[src/rtl/dds_sweep_ctrl.sv]
// dds_sweep_ctrl: configuration register file and frequency-sweep scheduler
// for the DDS core. Steps the tuning word from start to end by a fixed
// increment, holding each value for (dwell+1) divided-clock ticks.
//
// Ports:
//   clk, rst_n     system clock, asynchronous active-low reset
//   cfg_wr         register write strobe (cfg_addr / cfg_data)
//   cfg_addr[2:0]  0/1 start lo/hi, 2/3 end lo/hi, 4 step, 5 dwell,
//                  6 mode {loop, wsel[2:0]}, 7 unused
//   cfg_data[7:0]  register write data
//   start, stop    single-cycle sweep control pulses (stop wins)
//   tick           sweep advance enable from the clock divider
//   tuning         tuning word to the phase accumulator
//   sel            waveform select to the output mux
//   busy           high whenever the scheduler is not idle
//   done           one-cycle pulse when tuning reaches the end value
module dds_sweep_ctrl #(
    parameter int TUNE    = 16,
    parameter int DWELL_W = 8
) (
    input  logic            clk,
    input  logic            rst_n,
    input  logic            cfg_wr,
    input  logic [2:0]      cfg_addr,
    input  logic [7:0]      cfg_data,
    input  logic            start,
    input  logic            stop,
    input  logic            tick,
    output logic [TUNE-1:0] tuning,
    output logic [2:0]      sel,
    output logic            busy,
    output logic            done
);

    typedef enum logic [1:0] {IDLE, SWEEP, HOLD} state_t;

    // Live configuration registers
    logic [TUNE-1:0]    start_q, end_q;
    logic [7:0]         step_q;
    logic [DWELL_W-1:0] dwell_q;
    logic [2:0]         sel_q;
    logic               loop_q;

    // Shadow copies taken when a sweep is accepted
    logic [TUNE-1:0]    s_start_q, s_end_q;
    logic [7:0]         s_step_q;
    logic [DWELL_W-1:0] s_dwell_q;
    logic               s_loop_q, dir_up_q;

    state_t             state_q;
    logic [TUNE-1:0]    tuning_q;
    logic               busy_q, done_q;
    // One extra bit: the end value holds one extra tick before a loop restart
    logic [DWELL_W:0]   dwell_cnt_q;
    logic               at_end_q;

    // Next step in 17-bit arithmetic so carry/borrow is visible
    logic [TUNE:0]      nxt17;
    logic [TUNE-1:0]    tune_d;
    logic               clamp;

    always_comb begin
        nxt17 = '0;
        clamp = 1'b0;
        if (dir_up_q) begin
            nxt17 = {1'b0, tuning_q} + {{(TUNE+1-8){1'b0}}, s_step_q};
            clamp = (nxt17 >= {1'b0, s_end_q});  // also catches carry out
        end else begin
            nxt17 = {1'b0, tuning_q} - {{(TUNE+1-8){1'b0}}, s_step_q};
            clamp = nxt17[TUNE] || (nxt17[TUNE-1:0] <= s_end_q);
        end
        tune_d = nxt17[TUNE-1:0];
    end

    // Register file; sel is the wsel field itself, so it tracks the write
    // one cycle later regardless of sweep state.
    always_ff @(posedge clk or negedge rst_n) begin
        if (!rst_n) begin
            start_q <= '0;
            end_q   <= '0;
            step_q  <= '0;
            dwell_q <= '0;
            sel_q   <= '0;
            loop_q  <= 1'b0;
        end else if (cfg_wr) begin
            case (cfg_addr)
                3'd0: start_q[7:0]  <= cfg_data;
                3'd1: start_q[15:8] <= cfg_data;
                3'd2: end_q[7:0]    <= cfg_data;
                3'd3: end_q[15:8]   <= cfg_data;
                3'd4: step_q        <= cfg_data;
                3'd5: dwell_q       <= cfg_data;
                3'd6: begin
                    sel_q  <= cfg_data[2:0];
                    loop_q <= cfg_data[3];
                end
                default: ;
            endcase
        end
    end

    always_ff @(posedge clk or negedge rst_n) begin
        if (!rst_n) begin
            state_q     <= IDLE;
            tuning_q    <= '0;
            busy_q      <= 1'b0;
            done_q      <= 1'b0;
            dwell_cnt_q <= '0;
            at_end_q    <= 1'b0;
            s_start_q   <= '0;
            s_end_q     <= '0;
            s_step_q    <= '0;
            s_dwell_q   <= '0;
            s_loop_q    <= 1'b0;
            dir_up_q    <= 1'b1;
        end else begin
            done_q <= 1'b0;
            if (stop) begin
                state_q     <= IDLE;
                busy_q      <= 1'b0;
                tuning_q    <= start_q;
                dwell_cnt_q <= '0;
                at_end_q    <= 1'b0;
            end else if (start) begin
                // Uses the pre-write register values if a write coincides
                s_start_q   <= start_q;
                s_end_q     <= end_q;
                s_step_q    <= step_q;
                s_dwell_q   <= dwell_q;
                s_loop_q    <= loop_q;
                dir_up_q    <= (end_q >= start_q);
                tuning_q    <= start_q;
                dwell_cnt_q <= {1'b0, dwell_q};
                at_end_q    <= 1'b0;
                busy_q      <= 1'b1;
                if (start_q == end_q) begin
                    state_q <= HOLD;
                    done_q  <= 1'b1;
                end else begin
                    state_q <= SWEEP;
                end
            end else begin
                case (state_q)
                    IDLE: tuning_q <= start_q;
                    SWEEP: if (tick) begin
                        if (dwell_cnt_q != '0) begin
                            dwell_cnt_q <= dwell_cnt_q - 1'b1;
                        end else if (at_end_q) begin
                            tuning_q    <= s_start_q;
                            dwell_cnt_q <= {1'b0, s_dwell_q};
                            at_end_q    <= 1'b0;
                        end else if (clamp) begin
                            tuning_q <= s_end_q;
                            done_q   <= 1'b1;
                            if (s_loop_q) begin
                                at_end_q    <= 1'b1;
                                dwell_cnt_q <= {1'b0, s_dwell_q} + 1'b1;
                            end else begin
                                state_q <= HOLD;
                            end
                        end else begin
                            tuning_q    <= tune_d;
                            dwell_cnt_q <= {1'b0, s_dwell_q};
                        end
                    end
                    default: ;  // HOLD: tuning already parked at s_end
                endcase
            end
        end
    end

    assign tuning = tuning_q;
    assign sel    = sel_q;
    assign busy   = busy_q;
    assign done   = done_q;

endmodule

[config.mk]
export PLATFORM = sky130hd
export DESIGN_NAME = dds_sweep_ctrl
export DESIGN_NICKNAME = d
export VERILOG_FILES = /design/src/rtl/dds_sweep_ctrl.sv
export SDC_FILE = /design/constraint.sdc
export NUM_CORES = 1
export LEC_CHECK = 0
export ABC_CLOCK_PERIOD_IN_PS = 5100
export CORE_MARGIN = 3
export CORE_UTILIZATION = 25
export DETAILED_ROUTE_END_ITERATION = 8
export HOLD_SLACK_MARGIN = 0.08
export PLACE_DENSITY = 0.41
export SYNTH_ARGS = -nofsm -noshare
export SYNTH_HDL_FRONTEND = slang
export SYNTH_SLANG_ARGS = --single-unit
[constraint.sdc]
create_clock -name clk -period 5.1 [get_ports clk]
set_clock_uncertainty 0.15 [all_clocks]
set_input_delay 1.02 -clock clk [delete_from_list [all_inputs] [get_ports clk]]
set_output_delay 1.02 -clock clk [all_outputs]
set_load 0.02 [all_outputs]
Figure 1. Cells by drive strength (run 1).
Scale bar: 50 um.
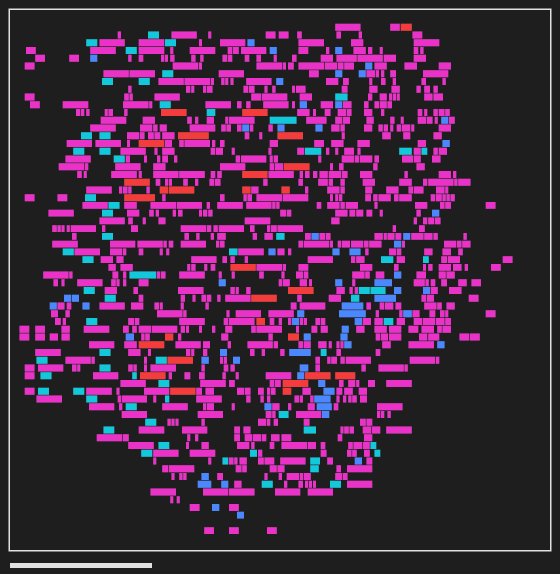
magenta -> _0 and _1 cells  # cells 849, most used dfrtp_1
cyan -> _2 cells  # cells 64, most used mux2_2
blue -> _3 and _4 cells  # cells 63, most used buf_4
red -> _6 and larger  # cells 28, most used clkbuf_16
PnR worst setup slack: 211.8 ps
design area: 10,230 um2
Area Overhead vs Synth: 21.26%

Figure 2. Metal 2 (run 1).
Cells faint in the background.
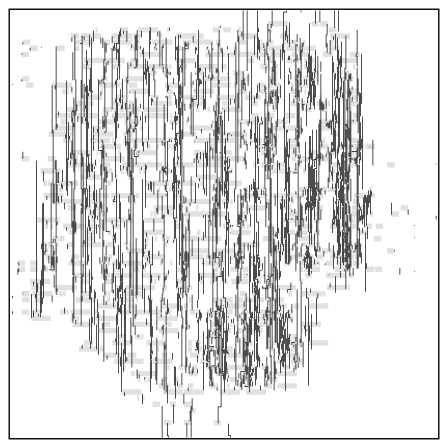
wire length on this layer = 12,300 um
share of all routed wire = 43%
longest straight run = 67.0 um
main direction = vertical
Global Route met2 Usage: 23.90%
total vias in the final route: 7,216

==> out/metrics.csv, run 1 <==
metric;value;unit
floorplan.rows;66;
highest_net_fanout_along_the_worst_path;9;
max_clock_freq;204.6;MHz
openroad.warnings;35;
place_area;9439;um2
synth-area-yosys;8434;um2
synth-warning-count;0;
antenna_found_initial;0;
grt_max_degree;81;
cts_htree_levels;4;
worstHoldPathCells;2;
vias_in_the_first_global_route;7062;
synthMostInstantiatedCell;sky130_fd_sc_hd__dfrtp_1;
placed_cells;1403;
critPathRequiredTime;5290;ps
synth_area_per_cell;9.011;um2
cts.root.buffer_cell;sky130_fd_sc_hd__clkbuf_16;
final_cycle_utilization_of_the_critical_path;95.85;%
synthFlopType;sky130_fd_sc_hd__dfrtp_1;
synth.top_cells.by_area;sky130_fd_sc_hd__dfrtp_1, sky130_fd_sc_hd__ha_1, sky130_fd_sc_hd__o21ai_0;
synth.lib_cells_used.distinct;75;
asyncSetResetFlopFracSynth;100.0;%
post_cts_hold_buffer_count;0;
clk_path_buf_depth;2;
synth.logic.top_family;AND-OR/OR-AND gates;
dp_slack;-57.13;ps
gp_congestion;0.8672;
synthesis.nets;1021;
maxSlewHeadroom;42.85;%
drt_drc_violations_left;0;
post_synth_inst_count;936;
post_synthesis_share_of_cell_area_spent_on_full_adders_half_adders_and_majority_gates;10.27;%
slew_viol_final;0;
initial_core_utilization;25.66;%
share_of_total_power_in_combinational_logic;48.0;%
detail_route.vias_per_cell;4.987;
cells_traversed_along_the_worst_timing_path;inv_1 -> ha_1 -> nor2b_1 -> o31a_1 -> o31a_1 -> o41a_1 -> nor4_2 -> xor2_1 -> ha_1 -> nand3_4 -> o221a_2 -> o21ai_0 -> a211o_1 -> o311a_4 -> nor2_1 -> buf_4 -> or3_1 -> a31oi_1;
finalSetupViolCount;0;
worst_r2r_startpoint;s_step_q[1];
tritoncts;yes;
synth.top_cells.by_count;sky130_fd_sc_hd__dfrtp_1, sky130_fd_sc_hd__nand2_1, sky130_fd_sc_hd__o21ai_0, sky130_fd_sc_hd__ha_1, sky130_fd_sc_hd__inv_1;
mux_cell_area_share;5.459;%
internal-power;3.062;mW
antenna_left;0;
ir_drop;0.1877;mV
overflow;0;
firstDrtPassIters;5;
pwr-share-clk;23.7;%
worst_hold_path_type;reg2reg;
worstPathArrival;5080;ps
p_leak;4.425;nW
core_region_area;32870;um2
mappedNetlistArea;8434;um2
die_height;189.7;um
final_cells;1447;
placement.io_buffers;37;
cap_violations;0;
post-synth-top-area-cell;sky130_fd_sc_hd__dfrtp_1;
drive_gt1_share;15.44;%
post_synth_and_or_nand_nor_area_fraction;17.30;%
outcome;finished, final reports clean;
synth-edff-count;0;
Figure 3. Signal wires by layer (run 1).
Two of the layers only.
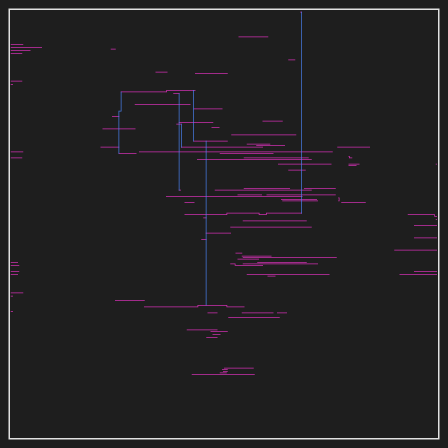
blue -> metal 4  # wire length 265 um
magenta -> metal 3  # wire length 1,380 um
total global-route track usage: 16.08%
post-detailed-routing wire length: 28.76 mm
Avg WL per Cell: 19.88 um

Figure 4. Clock wiring as the flow saved it (run 1).
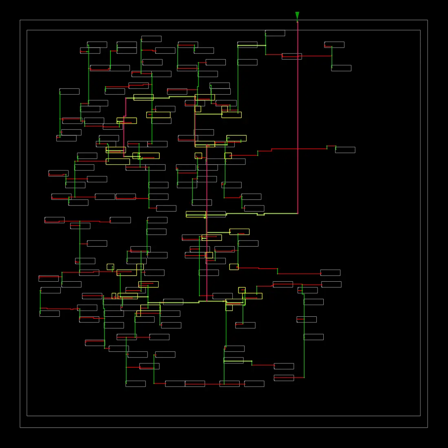
clock buffer count from CTS: 17
total clock network power: 1.26 mW
number of clock buffers in the layout: 17
clock sink count: 132
clock insertion delay at the later pin of the skew report: 420 ps

-- run 1: per-layer routing --
metal / part of all wire [%] / vias to the layer above / GRT usage [%]
met5: 0 / - / 0
li1: - / 3480 / -
met3: 4.8 / 19 / 2.524
met2: 43 / 166 / 23.90
met1: 52 / 3551 / 24.61
met4: 0.92 / 0 / 3.213
-- run 1: critical path: cells and delay by family, from the launching register on --
kind	cells	cell delay [ps]
AND-OR/OR-AND	8	2140
XOR/XNOR	1	110
AND/OR/NAND/NOR	5	1080
adder cells (fa/ha/maj)	2	620
flip-flops	1	370
buffers and inverters	2	320
-- run 1: cell usage in the layout (no fill, tap or decap), drive strengths merged, types with 5 or more instances in the layout --
cell type      count
dfrtp            131
nand2            122
o21ai             94
ha                66
inv               65
buf               50
nor2              47
a21oi             39
mux2              37
clkdlybuf4s50     36
nand3             36
nor3              24
xnor2             17
clkbuf            17
o31ai             14
a31oi             14
xor2              14
nor2b             11
nand2b             9
a21o               9
nand4              9
or3                9
o211ai             8
o21a               7
and2               7
or2                7
nor4               7
nor3b              6
o311ai             6
o31a               5
and3               5
-- run 1: flip-flops by register name (all words and copies together), names as in the netlist, 2 cells and up --
register	cells
step_q	8
start_q	16
s_start_q	16
sel	3
s_dwell_q	8
dwell_cnt_q	9
s_end_q	16
s_step_q	8
state_q	2
end_q	16
tuning	16
dwell_q	8
-- run 1: power groups by stage --
stage | logic [mW] | clock network (mW) | registers, mW
2_1_floorplan | 1.56 | 0 | 1.45
3_3_place_gp | 2.35 | 0 | 1.51
3_5_place_dp | 2.36 | 0 | 1.51
4_1_cts | 2.38 | 1.29 | 1.49
5_1_grt | 2.82 | 1.33 | 1.53
6_report | 2.54 | 1.26 | 1.49
-- run 1: cells by family (layout without fill, tap and decap cells) --
group,after synthesis,count (layout)
flip-flops,132,132
XOR/XNOR,31,31
adder cells (fa/ha/maj),68,68
buffers and inverters,109,176
other,0,1
multiplexers,41,41
AND-OR/OR-AND,248,249
AND/OR/NAND/NOR,307,307
-- run 1: what timing repair did --
| action | CTS | global route |
|---|---|---|
| resized | 1 | 17 |
| endpoints found under the hold margin | 0 | 0 |
| gates cloned | 0 | 1 |
| setup endpoints to repair | 1 | 18 |
| buffers inserted | 0 | 10 |
| pin swaps | 0 | 5 |
-- run 1: worst max-delay path by stage --
stage | start | endpoint | slack, ps
after floorplan | tuning[2] | dwell_cnt_q[1] | 310
after global placement | s_step_q[1] | tuning[4] | 30
after detailed placement | s_step_q[1] | tuning[4] | -60
after CTS | s_step_q[1] | tuning[4] | 60
after global routing | s_step_q[2] | dwell_cnt_q[6] | -30
final | s_step_q[1] | tuning[7] | 210
-- run 1: cell type report --
class,instances,area [um2]
clock buffers,17,425.4
diodes,1,2.502
well taps,442,553.0
inverters,58,217.7
flip-flops and latches,132,3306
repair buffers,86,752.0
clock inverters,15,166.4
fillers,3537,22640
multi-input cells,696,4805
==> run 2, diff against run 1 <==
--- a/config.mk
+++ b/config.mk
@@ -11,6 +11,7 @@
 export DETAILED_ROUTE_END_ITERATION = 8
 export HOLD_SLACK_MARGIN = 0.08
 export PLACE_DENSITY = 0.41
+export SKIP_CTS_REPAIR_TIMING = 1
 export SYNTH_ARGS = -nofsm -noshare
 export SYNTH_HDL_FRONTEND = slang
 export SYNTH_SLANG_ARGS = --single-unit
Figure 5. Metal 2 (run 2).
Cells faint in the background.
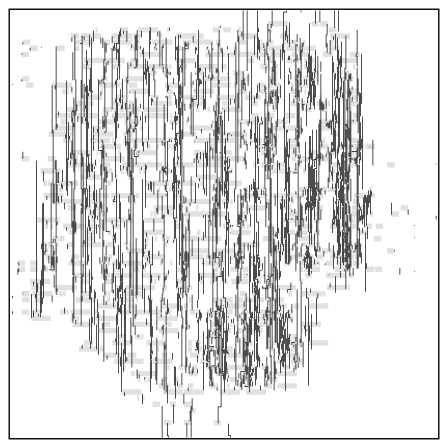

==> out/metrics.csv, run 2 <==
metric;value;unit
overflow;0;
grt_max_degree;81;
final_cell_mix;sky130_fd_sc_hd__dfrtp_1, sky130_fd_sc_hd__nand2_1, sky130_fd_sc_hd__o21ai_0;
detail_route.vias_per_cell;4.987;
dp_slack;-57.13;ps
gp_congestion;0.8672;
tritoncts.num_buffers;17;
firstDrtPassIters;5;
slew_viol_final;0;
post-route-min-period;4888;ps
vias_in_the_first_global_route;7062;
post-synth-top-area-fraction;38.87;%
logic_area;4805;um2
ioPinCount;38;
final_cycle_utilization_of_the_critical_path;95.85;%
p_leak;4.425;nW
cts_num_sinks;132;
worst_setup_path_end_kind;flip-flop;
timing.critical_path.slowest_cell_delay;460;ps
global_route.usage.total;16.08;%
synth_area_per_cell;9.011;um2
worstPathArrival;5080;ps
drt_drc_violations_left;0;
antenna_found_initial;0;
synth-seq-area-share;39.18;%
openroad.warnings;35;
cts_htree_levels;4;
crit_slowest_cell;sky130_fd_sc_hd__o41a_1;
setup-tns-final;0;ps
ir_drop;0.1877;mV
reg2regPathDepth;18;
synth.top_cells.by_area;sky130_fd_sc_hd__dfrtp_1, sky130_fd_sc_hd__ha_1, sky130_fd_sc_hd__o21ai_0;
synth-warning-count;0;
finalSetupViolCount;0;
post-synth-top-area-cell;sky130_fd_sc_hd__dfrtp_1;
worst_r2r_startpoint;s_step_q[1];
wire_per_inst;19.88;um
startpoint;s_step_q[1];
mappedNetlistArea;8434;um2
critPathRequiredTime;5290;ps
synthMostInstantiatedCell;sky130_fd_sc_hd__dfrtp_1;
synthFlopType;sky130_fd_sc_hd__dfrtp_1;
synth.top_cells.by_count;sky130_fd_sc_hd__dfrtp_1, sky130_fd_sc_hd__nand2_1, sky130_fd_sc_hd__o21ai_0, sky130_fd_sc_hd__ha_1, sky130_fd_sc_hd__inv_1;
final_design_area_no_fill;10230;um2
final-seq-area;3306;um2
ys.flops;132;
core_region_area;32870;um2
via_count;7216;
maxSlewHeadroom;42.85;%
placement.io_buffers;37;
synth-edff-count;0;
critical_path.endpoint;tuning[7];
place_area;9439;um2
synth.lib_cells_used.distinct;75;
cells_traversed_along_the_worst_timing_path;inv_1 -> ha_1 -> nor2b_1 -> o31a_1 -> o31a_1 -> o41a_1 -> nor4_2 -> xor2_1 -> ha_1 -> nand3_4 -> o221a_2 -> o21ai_0 -> a211o_1 -> o311a_4 -> nor2_1 -> buf_4 -> or3_1 -> a31oi_1;
antenna_left;0;
cts.root.buffer_cell;sky130_fd_sc_hd__clkbuf_16;
clk_path_buf_depth;2;
finalWorstSetupSlack;211.8;ps
synthesis.nets;1021;
layout_top_cell;sky130_fd_sc_hd__dfrtp_1;
synthToLayoutAreaGrowth;21.26;%
synth-area-yosys;8434;um2
die_height;189.7;um
tritoncts;yes;
initial_core_utilization;25.66;%
cap_violations;0;
fillCellCount;3537;
asyncSetResetFlopFracSynth;100.0;%
worst_hold_path_type;reg2reg;
route.final.wire_length;28.76;mm
highest_net_fanout_along_the_worst_path;9;
outcome;finished, final reports clean;
insertion_delay;420;ps
max_slew.worst_pin.slew;857.2;ps
grt_first_pass_wirelength;44.48;mm
hpwl;21.31;mm
post_synth_inst_count;936;
floorplan.rows;66;
max_clock_freq;204.6;MHz
clk_pin_slew_worst_paths;60;ps
drive_gt1_share;15.44;%
Figure 6. Clock wiring as the flow saved it (run 2).
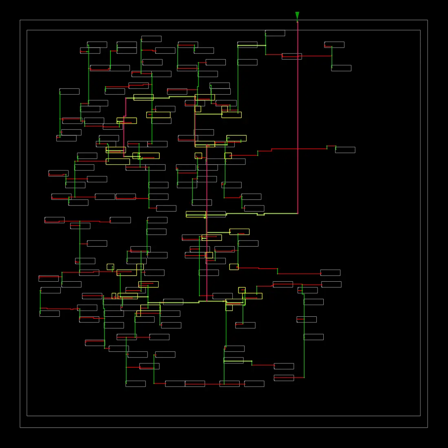
sequential cell count of the final layout: 132

run 2: cell counts in the layout (fill, tap and decap cells not counted):
No cell type changed its count.
run 2: power breakdown:
part           switching [mW]  leakage (nW)  internal [mW]  total [mW]
logic                    1.48          2.51           1.06        2.54
clock network           0.524         0.287          0.732        1.26
registers               0.226          1.63           1.27        1.49
run 2: worst min path at each step:
stage                             start       endpoint  slack (ps)  cells after the start
final                     s_start_q[15]  s_start_q[15]         320                      2
after global routing      s_start_q[10]  s_start_q[10]         340                      2
after CTS                 s_start_q[10]  s_start_q[10]         330                      2
after detailed placement   s_start_q[0]   s_start_q[0]         310                      2
after global placement    s_start_q[10]  s_start_q[10]         310                      2
after floorplan                  loop_q       s_loop_q         280                      2
run 2: final cells by class:
cell class | instances | area share (%)
clock buffer | 17 | 4.160
sequential | 132 | 32.32
antenna | 1 | 0.02447
tap | 442 | 5.407
clock inverter | 15 | 1.627
multi-input combinational | 696 | 46.98
inverter | 58 | 2.129
timing repair buffer | 86 | 7.353
run 2: stage by stage:
step / instances / util [%] / power (mW)
after floorplan: 936 / - / 3.015
after global placement: 1403 / 28.72 / 3.861
after detailed placement: 1403 / 28.72 / 3.869
after CTS: 1435 / 30.52 / 5.157
after global routing: 1446 / 31.11 / 5.679
final: 1447 / 31.12 / 5.294
run 2: layer usage:
| metal | GRT usage, % | share of wire, % |
|---|---|---|
| met4 | 3.213 | 0.92 |
| met5 | 0 | 0 |
| met2 | 23.90 | 43 |
| met3 | 2.524 | 4.8 |
| met1 | 24.61 | 52 |
run 2: cell families (layout without fill, tap and decap cells):
group                    after synthesis  in the layout  share of synthesized area [%]
buffers and inverters                109            176                          5.281
AND-OR/OR-AND                        248            249                          19.30
flip-flops                           132            132                          39.18
other                                  0              1                              0
adder cells (fa/ha/maj)               68             68                          10.27
multiplexers                          41             41                          5.459
XOR/XNOR                              31             31                          3.219
AND/OR/NAND/NOR                      307            307                          17.30
run 2: critical path, delay by kind of cell, from the launching register on:
family	cells	cell delay, ps
flops	1	370
compound gates	8	2140
fa+ha+maj	2	620
simple gates	5	1080
xor+xnor	1	110
buf+inv	2	320
No activity file was given, so power comes from the tool's default toggle rates.
